[src/rtl/bram_capture_if.sv]
// BRAM port bundle between the capture engine (master) and a single-port BRAM (slave).
// Latency: none of its own; the BRAM returns dout one cycle after an enabled read.
// Backpressure: none; the BRAM accepts one access per cycle unconditionally.
interface bram_capture_if #(
  parameter int DATA_W = 32,
  parameter int ADDR_W = 32
) ();
  logic              enable;
  logic              we;
  logic [ADDR_W-1:0] addr;
  logic [DATA_W-1:0] din;
  logic [DATA_W-1:0] dout;

  modport master (output enable, output we, output addr, output din, input dout);
  modport slave  (input enable, input we, input addr, input din, output dout);
endinterface

[src/rtl/bram_capture.sv]
// Captures multi-channel samples into a BRAM frame; word 0 is the host control/status word.
// Latency: first channel written the cycle after valid; NUM_CH+2 cycles per sample (NUM_CH+1 for the last).
// Backpressure: none; a valid strobe outside ARMED is dropped and flagged on sticky overflow.
module bram_capture #(
  parameter int DATA_W = 32,
  parameter int ADDR_W = 32,
  parameter int NUM_CH = 2,
  parameter int DEPTH  = 1024
) (
  input  logic                     clk,
  input  logic                     rst,
  input  logic                     valid,
  input  logic [NUM_CH*DATA_W-1:0] datos,
  bram_capture_if.master           bram,
  output logic                     busy,
  output logic                     frame_done,
  output logic                     overflow
);

  localparam int MAX_SAMP = (DEPTH - 1) / NUM_CH;
  localparam int PTR_W    = (DEPTH > 1) ? $clog2(DEPTH) : 1;
  localparam int CNT_W    = $clog2(MAX_SAMP + 1);
  localparam int CH_W     = (NUM_CH > 1) ? $clog2(NUM_CH) : 1;
  localparam logic [ADDR_W-1:0] BYTES = ADDR_W'(DATA_W / 8);

  typedef enum logic [2:0] {
    POLL_RD, POLL_CHK, ARMED, WRITE, CHK_RD, CHK_EVAL, CLOSE
  } state_t;

  state_t                   state_q, state_d;
  logic [PTR_W-1:0]         ptr_q, ptr_d;
  logic [CNT_W-1:0]         cnt_q, cnt_d;
  logic [CH_W-1:0]          ch_q, ch_d;
  logic                     ovf_q, ovf_d;
  logic [NUM_CH*DATA_W-1:0] samp_q, samp_d;

  logic [DATA_W-1:0]        status_word;

  // Host writes the arm bit; the closing write reports sample count with bit 0 cleared to disarm.
  assign status_word = DATA_W'({cnt_q, 1'b0});
  assign overflow    = ovf_q;

  // Next-state and datapath update for the capture sequencer.
  always_comb begin
    state_d = state_q;
    ptr_d   = ptr_q;
    cnt_d   = cnt_q;
    ch_d    = ch_q;
    ovf_d   = ovf_q;
    samp_d  = samp_q;

    // A strobe is only acceptable in ARMED; while polling the host has not armed us, so no flag.
    if (valid && !(state_q inside {POLL_RD, POLL_CHK, ARMED})) begin
      ovf_d = 1'b1;
    end

    case (state_q)
      POLL_RD: state_d = POLL_CHK;
      POLL_CHK: begin
        if (bram.dout[0]) begin
          ptr_d   = PTR_W'(1);
          cnt_d   = '0;
          ovf_d   = 1'b0;
          state_d = ARMED;
        end else begin
          state_d = POLL_RD;
        end
      end
      ARMED: begin
        if (valid) begin
          samp_d  = datos;
          ch_d    = '0;
          state_d = WRITE;
        end
      end
      WRITE: begin
        if (ch_q == CH_W'(NUM_CH - 1)) begin
          ch_d  = '0;
          cnt_d = cnt_q + CNT_W'(1);
          // Next sample would spill past the last word: close the frame and leave ptr in range.
          if (int'(ptr_q) + NUM_CH > DEPTH - 1) begin
            state_d = CLOSE;
          end else begin
            ptr_d   = ptr_q + PTR_W'(1);
            state_d = CHK_RD;
          end
        end else begin
          ch_d  = ch_q + CH_W'(1);
          ptr_d = ptr_q + PTR_W'(1);
        end
      end
      CHK_RD: state_d = CHK_EVAL;
      CHK_EVAL: begin
        if (bram.dout[0]) begin
          state_d = ARMED;
        end else begin
          // Host dropped the arm bit mid-frame: discard the frame and restart polling.
          ptr_d   = PTR_W'(1);
          cnt_d   = '0;
          state_d = POLL_RD;
        end
      end
      CLOSE: state_d = POLL_RD;
      default: state_d = POLL_RD;
    endcase
  end

  // State registers with synchronous reset.
  always_ff @(posedge clk) begin
    if (rst) begin
      state_q <= POLL_RD;
      ptr_q   <= PTR_W'(1);
      cnt_q   <= '0;
      ch_q    <= '0;
      ovf_q   <= 1'b0;
      samp_q  <= '0;
    end else begin
      state_q <= state_d;
      ptr_q   <= ptr_d;
      cnt_q   <= cnt_d;
      ch_q    <= ch_d;
      ovf_q   <= ovf_d;
      samp_q  <= samp_d;
    end
  end

  // BRAM strobes decoded from state; forced idle while rst is high so a reset mid-write stops at once.
  always_comb begin
    bram.enable = 1'b0;
    bram.we     = 1'b0;
    bram.addr   = '0;
    bram.din    = '0;
    busy        = 1'b0;
    frame_done  = 1'b0;
    if (!rst) begin
      case (state_q)
        POLL_RD: bram.enable = 1'b1;
        WRITE: begin
          bram.enable = 1'b1;
          bram.we     = 1'b1;
          bram.addr   = ADDR_W'(ptr_q) * BYTES;
          bram.din    = samp_q[int'(ch_q)*DATA_W +: DATA_W];
          busy        = 1'b1;
        end
        CHK_RD: begin
          bram.enable = 1'b1;
          busy        = 1'b1;
        end
        CHK_EVAL: busy = 1'b1;
        CLOSE: begin
          bram.enable = 1'b1;
          bram.we     = 1'b1;
          bram.din    = status_word;
          busy        = 1'b1;
          frame_done  = 1'b1;
        end
        default: ;
      endcase
    end
  end

endmodule

[src/flat_wrapper.sv]
// flat-port wrapper written by rule: the top's interface ports become plain ports
module bram_capture_flat 
#(
  parameter int DATA_W = 32,
  parameter int ADDR_W = 32,
  parameter int NUM_CH = 2,
  parameter int DEPTH  = 1024
)
  (clk, rst, valid, datos, busy, frame_done, overflow, bram_enable, bram_we, bram_addr, bram_din, bram_dout);
  bram_capture_if #(.DATA_W(DATA_W), .ADDR_W(ADDR_W)) bram_i ();
  input  logic clk;
  input  logic rst;
  input  logic valid;
  input  logic [NUM_CH*DATA_W-1:0] datos;
  output logic busy;
  output logic frame_done;
  output logic overflow;
  output wire logic [$bits(bram_i.enable)-1:0] bram_enable;
  output wire logic [$bits(bram_i.we)-1:0] bram_we;
  output wire logic [$bits(bram_i.addr)-1:0] bram_addr;
  output wire logic [$bits(bram_i.din)-1:0] bram_din;
  input wire logic [$bits(bram_i.dout)-1:0] bram_dout;
  assign bram_enable = bram_i.enable;
  assign bram_we = bram_i.we;
  assign bram_addr = bram_i.addr;
  assign bram_din = bram_i.din;
  assign bram_i.dout = bram_dout;
  bram_capture #(.DATA_W(DATA_W), .ADDR_W(ADDR_W), .NUM_CH(NUM_CH), .DEPTH(DEPTH)) u_core (.clk(clk), .rst(rst), .valid(valid), .datos(datos), .bram(bram_i), .busy(busy), .frame_done(frame_done), .overflow(overflow));
endmodule
[config.mk]
export PLATFORM = sky130hd
export DESIGN_NAME = bram_capture_flat
export DESIGN_NICKNAME = d
export VERILOG_FILES = /design/src/rtl/bram_capture_if.sv /design/src/rtl/bram_capture.sv /design/src/flat_wrapper.sv
export SDC_FILE = /design/constraint.sdc
export NUM_CORES = 1
export LEC_CHECK = 0
export CORE_ASPECT_RATIO = 1.2
export CORE_MARGIN = 2
export CORE_UTILIZATION = 40
export DETAILED_ROUTE_END_ITERATION = 6
export PLACE_DENSITY = 0.77
export SLEW_MARGIN = 20
export SYNTH_ARGS = -nofsm -noshare
export SYNTH_HDL_FRONTEND = slang
export SYNTH_SLANG_ARGS = --single-unit
[constraint.sdc]
create_clock -name clk -period 1.6 [get_ports clk]
set_input_delay 0.32 -clock clk [delete_from_list [all_inputs] [get_ports clk]]
set_output_delay 0.32 -clock clk [all_outputs]
set_load 0.02 [all_outputs]
### Wiring by layer, run 1

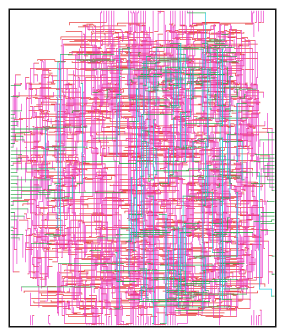
color	layer	wire length
magenta	M2	11,800 um
green	M3	1,670 um
cyan	M4	1,720 um
red	M1	8,050 um
via count: 5,450
drt total wl: 23.3 mm
drt wl/cell: 25.9 um

### Pin map, run 1

Pins as bars across the die edge, other pins in gray.
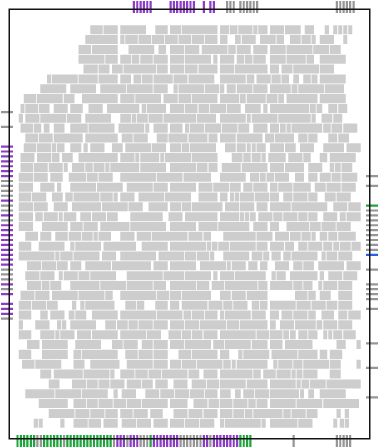
color	port	pins	direction	edge
purple	`datos`	64	input	24 bottom, 23 left, 17 top
blue	`overflow`	1	output	right
green	`bram_dout`	32	input	31 bottom, 1 right

### Placement view, run 1

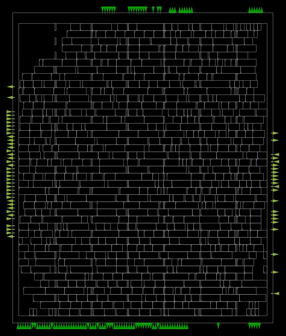
num rows: 41
Filler cells: 450
Core Footprint: 0.0106 mm2
Tap Cells: 129
flop share of the area: 0.196

==> impl_metrics.json, run 1 <==
{
  "antenna_found_initial": 0,
  "logic_gate_count": 427,
  "portBuffers": 114,
  "hold_path_depth": 2,
  "post-place-ws_ns": -0.474,
  "r2r_end": "u_core.ptr_q[3]",
  "clk_share": 0.0368,
  "hpwl_mm": 8.85,
  "yosys_warnings": 0,
  "grt_max_degree": 50,
  "critPathRequiredTime_ns": 1.28,
  "fin_cells": 898,
  "mux_area_frac": 0.0890,
  "fin_area_mm2": 0.00910,
  "floorplan.core_util": 0.412,
  "violations": "setup timing",
  "r2r_cells": 8,
  "yosys.area.top_type": "dfxtp_1",
  "clk_pin_slew_worst_paths_ns": 0.07,
  "synth_cell_types": 51,
  "grt-ovfl-total": 0,
  "h-tree-depth": 3,
  "cts_setup_buffers": 37,
  "gp_congestion": 0.876,
  "yosys.area_share.simple": 0.245,
  "largestRegisters": "u_core.samp_q: 64 flops, u_core.ptr_q: 10 flops, u_core.cnt_q: 9 flops",
  "die_y_um": 118,
  "n_all_inverters": 6,
  "p_leak_nw": 3.40,
  "outcome": "complete, but fails checks",
  "drcViolationCount": 0,
  "start_kind": "flip-flop",
  "clock-root-buffer": "clkbuf_16",
  "finalSetupViolations": 129,
  "clkSinkCount": 88,
  "worst_slack_ns": -0.414,
  "ys.flops": 88
}
[run 1: where the power goes]
group | total (mW) | internal [mW] | switching (mW)
logic | 1.20 | 0.591 | 0.611
clock network | 2.49 | 1.52 | 0.964
registers | 2.30 | 2.23 | 0.0669
total | 5.99 | 4.35 | 1.64
[run 1: layer usage]
layer / up-vias / share of wire / track usage / wire length, um
li1: 2277 / - / - / -
met1: 2610 / 0.35 / 0.349 / 8050
met2: 411 / 0.51 / 0.567 / 11800
met3: 152 / 0.072 / 0.0585 / 1670
met4: 0 / 0.074 / 0.176 / 1720
met5: - / 0 / 0 / 0
[run 1: worst max-delay path, cell delays in order, from the launching register on]
cell     delay [ns]
dfxtp_4        0.41
buf_8          0.17
buf_12         0.17
mux2i_1        0.30
nor2_1         0.11
buf_2          0.17
==> run 2: changes to the inputs <==
--- a/config.mk
+++ b/config.mk
@@ -10,6 +10,7 @@
 export CORE_UTILIZATION = 40
 export DETAILED_ROUTE_END_ITERATION = 6
 export PLACE_DENSITY = 0.77
+export REMOVE_ABC_BUFFERS = 1
 export SLEW_MARGIN = 20
 export SYNTH_ARGS = -nofsm -noshare
 export SYNTH_HDL_FRONTEND = slang
### Wiring by layer, run 2

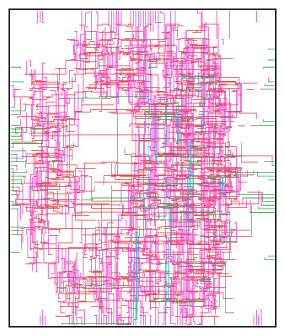
color	layer	wire length
magenta	M2	7,360 um
red	M1	5,520 um
green	M3	741 um
cyan	M4	387 um

### Placement by cell class, run 2

Fill, decap, tap and diode cells in gray.
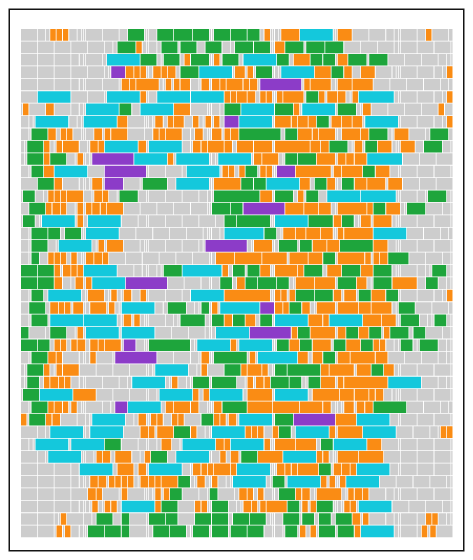
color	class	cells
green	remaining buffers and delay cells	195
purple	clock drivers and dummy loads	16
cyan	sequential cells	88
orange	remaining logic cells	432

### Pin map, run 2

Pins as bars across the die edge, other pins in gray.
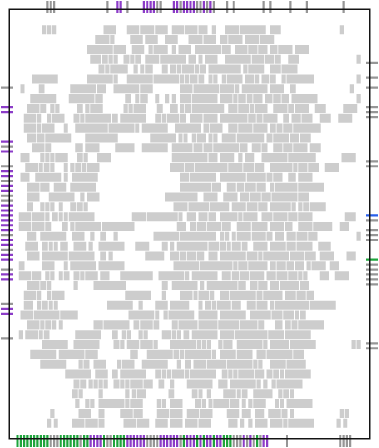
color	port	pins	direction	edge
purple	`datos`	64	input	28 bottom, 22 left, 14 top
blue	`overflow`	1	output	right
green	`bram_dout`	32	input	31 bottom, 1 right
IO buf count: 114
die width: 99.3 um

==> impl_metrics.json, run 2 <==
{
  "antenna_found_initial": 0,
  "finalSetupViolations": 58,
  "routed.top_layer": "met4",
  "power_leader": "registers",
  "critPathRequiredTime_ns": 1.28,
  "fp.coreArea_mm2": 0.0106,
  "h-tree-depth": 3,
  "use_met2": 0.380,
  "cp_slowest_stage_delay_ns": 0.41,
  "wl_met1_mm": 5.52,
  "crit_family": "flip-flops",
  "drcViolationCount": 0,
  "fin_area_mm2": 0.00684,
  "p_sw_mw": 1.37,
  "yosys_warnings": 0,
  "total_power_mw": 5.08,
  "p_comb_uw": 751,
  "sw_frac_of_total": 0.270,
  "clkSinkCount": 88,
  "critPathSlowestCell": "dfxtp_4",
  "clk_pin_slew_worst_paths_ns": 0.07,
  "p_clk_frac": 0.405,
  "synth_cells": 557,
  "crit_buf_inv": 2,
  "hpwl_mm": 8.31,
  "busiest_layer": "met2",
  "grt_max_degree": 51,
  "final_antenna_net_count": 0,
  "clock_power_mw": 2.06,
  "worst-slew-pin-transition_ns": 0.506,
  "ys.flops": 88,
  "r2r_cells": 8,
  "fin_cells": 860,
  "fill_cells": 824,
  "clock-root-buffer": "clkbuf_16",
  "endpoint_kind": "output pin",
  "largestRegisters": "u_core.samp_q: 64 flops, u_core.ptr_q: 10 flops, u_core.cnt_q: 9 flops",
  "floorplan.core_util": 0.412,
  "vias": 4671,
  "synth_cell_types": 51,
  "yosys.area.top_type": "dfxtp_1",
  "yosys.area_share.simple": 0.245,
  "post-place-ws_ns": -0.510,
  "hold_path_depth": 3,
  "worst_slack_ns": -0.300,
  "gr-usage-met3": 0.0272,
  "internal_power_mw": 3.71,
  "grt_util_met1": 0.256,
  "worstPathCellList": "buf_12, mux2_4, a22oi_2, nor2_1, buf_4",
  "start_kind": "flip-flop",
  "r2r_end": "u_core.cnt_q[3]",
  "rows": 41,
  "outcome": "complete, but fails checks",
  "comb_power_share": 0.148,
  "grt-ovfl-total": 0,
  "grt_pass1_vias": 4354,
  "mux_area_frac": 0.0890,
  "seq_power_share": 0.448,
  "wl_met2_mm": 7.36,
  "violations": "setup timing",
  "wl_met3_um": 741
}
-- run 2: cell type report --
| cell class | instances | area, um2 | area share |
|---|---|---|---|
| multi-input cells | 426 | 2670 | 0.390 |
| well taps | 129 | 161 | 0.0236 |
| clock inverters | 7 | 63.8 | 0.00933 |
| clock buffers | 9 | 225 | 0.0329 |
| repair buffers | 195 | 1920 | 0.280 |
| flip-flops and latches | 88 | 1780 | 0.260 |
| inverters | 6 | 22.5 | 0.00329 |
-- run 2: worst max path at each step --
stage	endpoint	cells after the start
after global placement	bram_din[17]	4
after detailed placement	bram_din[26]	4
after global routing	bram_din[1]	7
after CTS	bram_din[5]	7
after floorplan	u_core.ptr_q[0]	4
final	bram_din[5]	5
==> run 3: changes to the inputs <==
--- a/config.mk
+++ b/config.mk
@@ -9,7 +9,7 @@
 export CORE_MARGIN = 2
 export CORE_UTILIZATION = 40
 export DETAILED_ROUTE_END_ITERATION = 6
-export PLACE_DENSITY = 0.77
+export PLACE_DENSITY = 0.73
 export REMOVE_ABC_BUFFERS = 1
 export SLEW_MARGIN = 20
 export SYNTH_ARGS = -nofsm -noshare
### Placement by cell class, run 3

Fill, decap, tap and diode cells in gray.
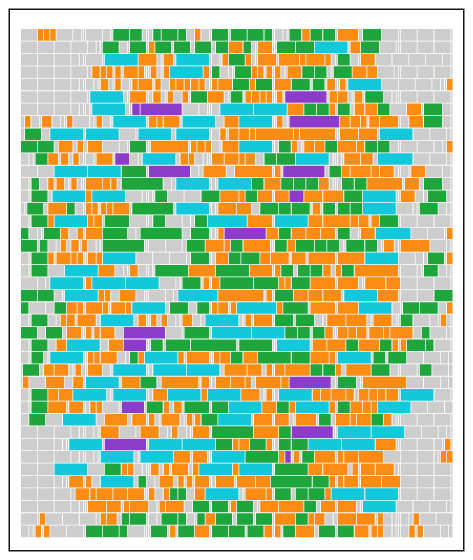
color	class	cells
green	remaining buffers and delay cells	219
purple	clock drivers and dummy loads	16
orange	remaining logic cells	431
cyan	sequential cells	88
utilization after layout: 0.714
fin area: 0.00755 mm2
flop share of the area: 0.236

### Pin map, run 3

Pins as bars across the die edge, other pins in gray.
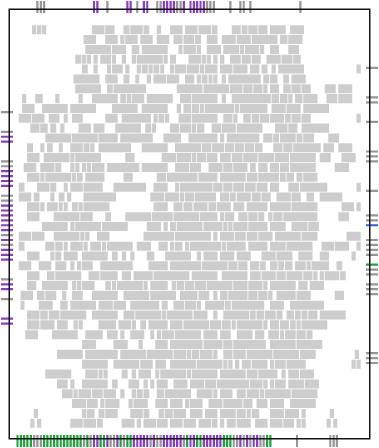
color	port	pins	direction	edge
purple	`datos`	64	input	28 bottom, 20 left, 16 top
green	`bram_dout`	32	input	31 bottom, 1 right
blue	`overflow`	1	output	right
all pins by edge	81 bottom, 33 top, 30 left, 24 right

### Clock distribution, run 3

Scale bar: 20 um.
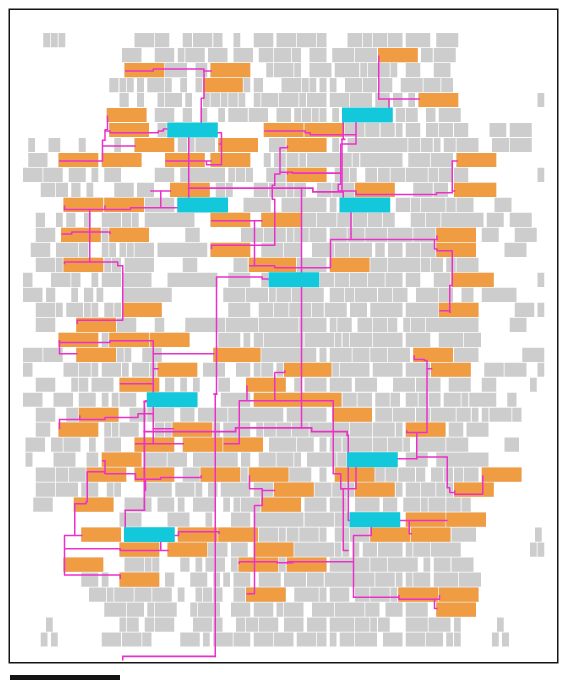
[magenta] clock wires | length: 1,110 um
[cyan] clock-net drivers | count: 9
[orange] flip-flops | count: 88
routed clock nets	10

==> impl_metrics.json, run 3 <==
{
  "wl_met1_mm": 6.37,
  "wl_met3_um": 912,
  "crit_buf_inv": 2,
  "total_power_mw": 5.38,
  "finalWirelength_mm": 16.3,
  "critical_path_depth": 5,
  "synth_cell_types": 51,
  "hold_path_depth": 3,
  "gp_congestion": 0.888,
  "worst_slack_ns": -0.317,
  "endpoint": "bram_din[8]",
  "vias": 4851,
  "grt-ovfl-total": 0,
  "fill_cells": 734,
  "post-place-ws_ns": -0.422,
  "final_antenna_net_count": 0,
  "mux_area_frac": 0.0890,
  "wl_per_cell_um": 18.4,
  "grt_util_met1": 0.259,
  "start_kind": "flip-flop",
  "outcome": "complete, but fails checks",
  "critPathSlowestCell": "dfxtp_4",
  "yosys.area.top_type": "dfxtp_1",
  "routed.top_layer": "met4",
  "p_leak_nw": 2.87,
  "grt_max_degree": 59,
  "finalSetupViolations": 130,
  "wl_met2_mm": 8.39,
  "die_y_um": 118,
  "violations": "setup timing",
  "rows": 41,
  "antenna_found_initial": 0,
  "clkSinkCount": 88,
  "hpwl_mm": 8.62,
  "drcViolationCount": 0,
  "r2r_cells": 9,
  "r2r_end": "u_core.samp_q[4]",
  "gr-usage-met3": 0.0296,
  "critPathRequiredTime_ns": 1.28,
  "fp.coreArea_mm2": 0.0106,
  "worst-slew-pin-transition_ns": 0.815,
  "crit_family": "flip-flops",
  "fp.dieW_um": 99.3
}
==> run 3: cell counts after synthesis <==
No cell type changed its count.
==> run 3: where the power goes <==
part           total (mW)  switching (mW)  internal [mW]
logic               0.914           0.456          0.458
registers            2.28          0.0427           2.23
clock network        2.19           0.886           1.30
==> run 3: final cells by class <==
type                       instances  area [um2]  area share
sequential                        88        1780       0.236
clock inverter                     4        52.6     0.00696
multi-input combinational        425        3100       0.411
inverter                           6        25.0     0.00331
clock buffer                      12         256      0.0340
tap                              129         161      0.0214
timing repair buffer             219        2170       0.288
==> run 3: repair_timing <==
action / CTS / global route
cloned: 3 / 11
endpoints found under the hold margin: 0 / 0
resized: 313 / 182
setup endpoints to repair: 128 / 126
pin swaps: 32 / 91
setup buffers: 14 / 20
Power figures rest on the tool's default switching activity, not on a simulated workload.
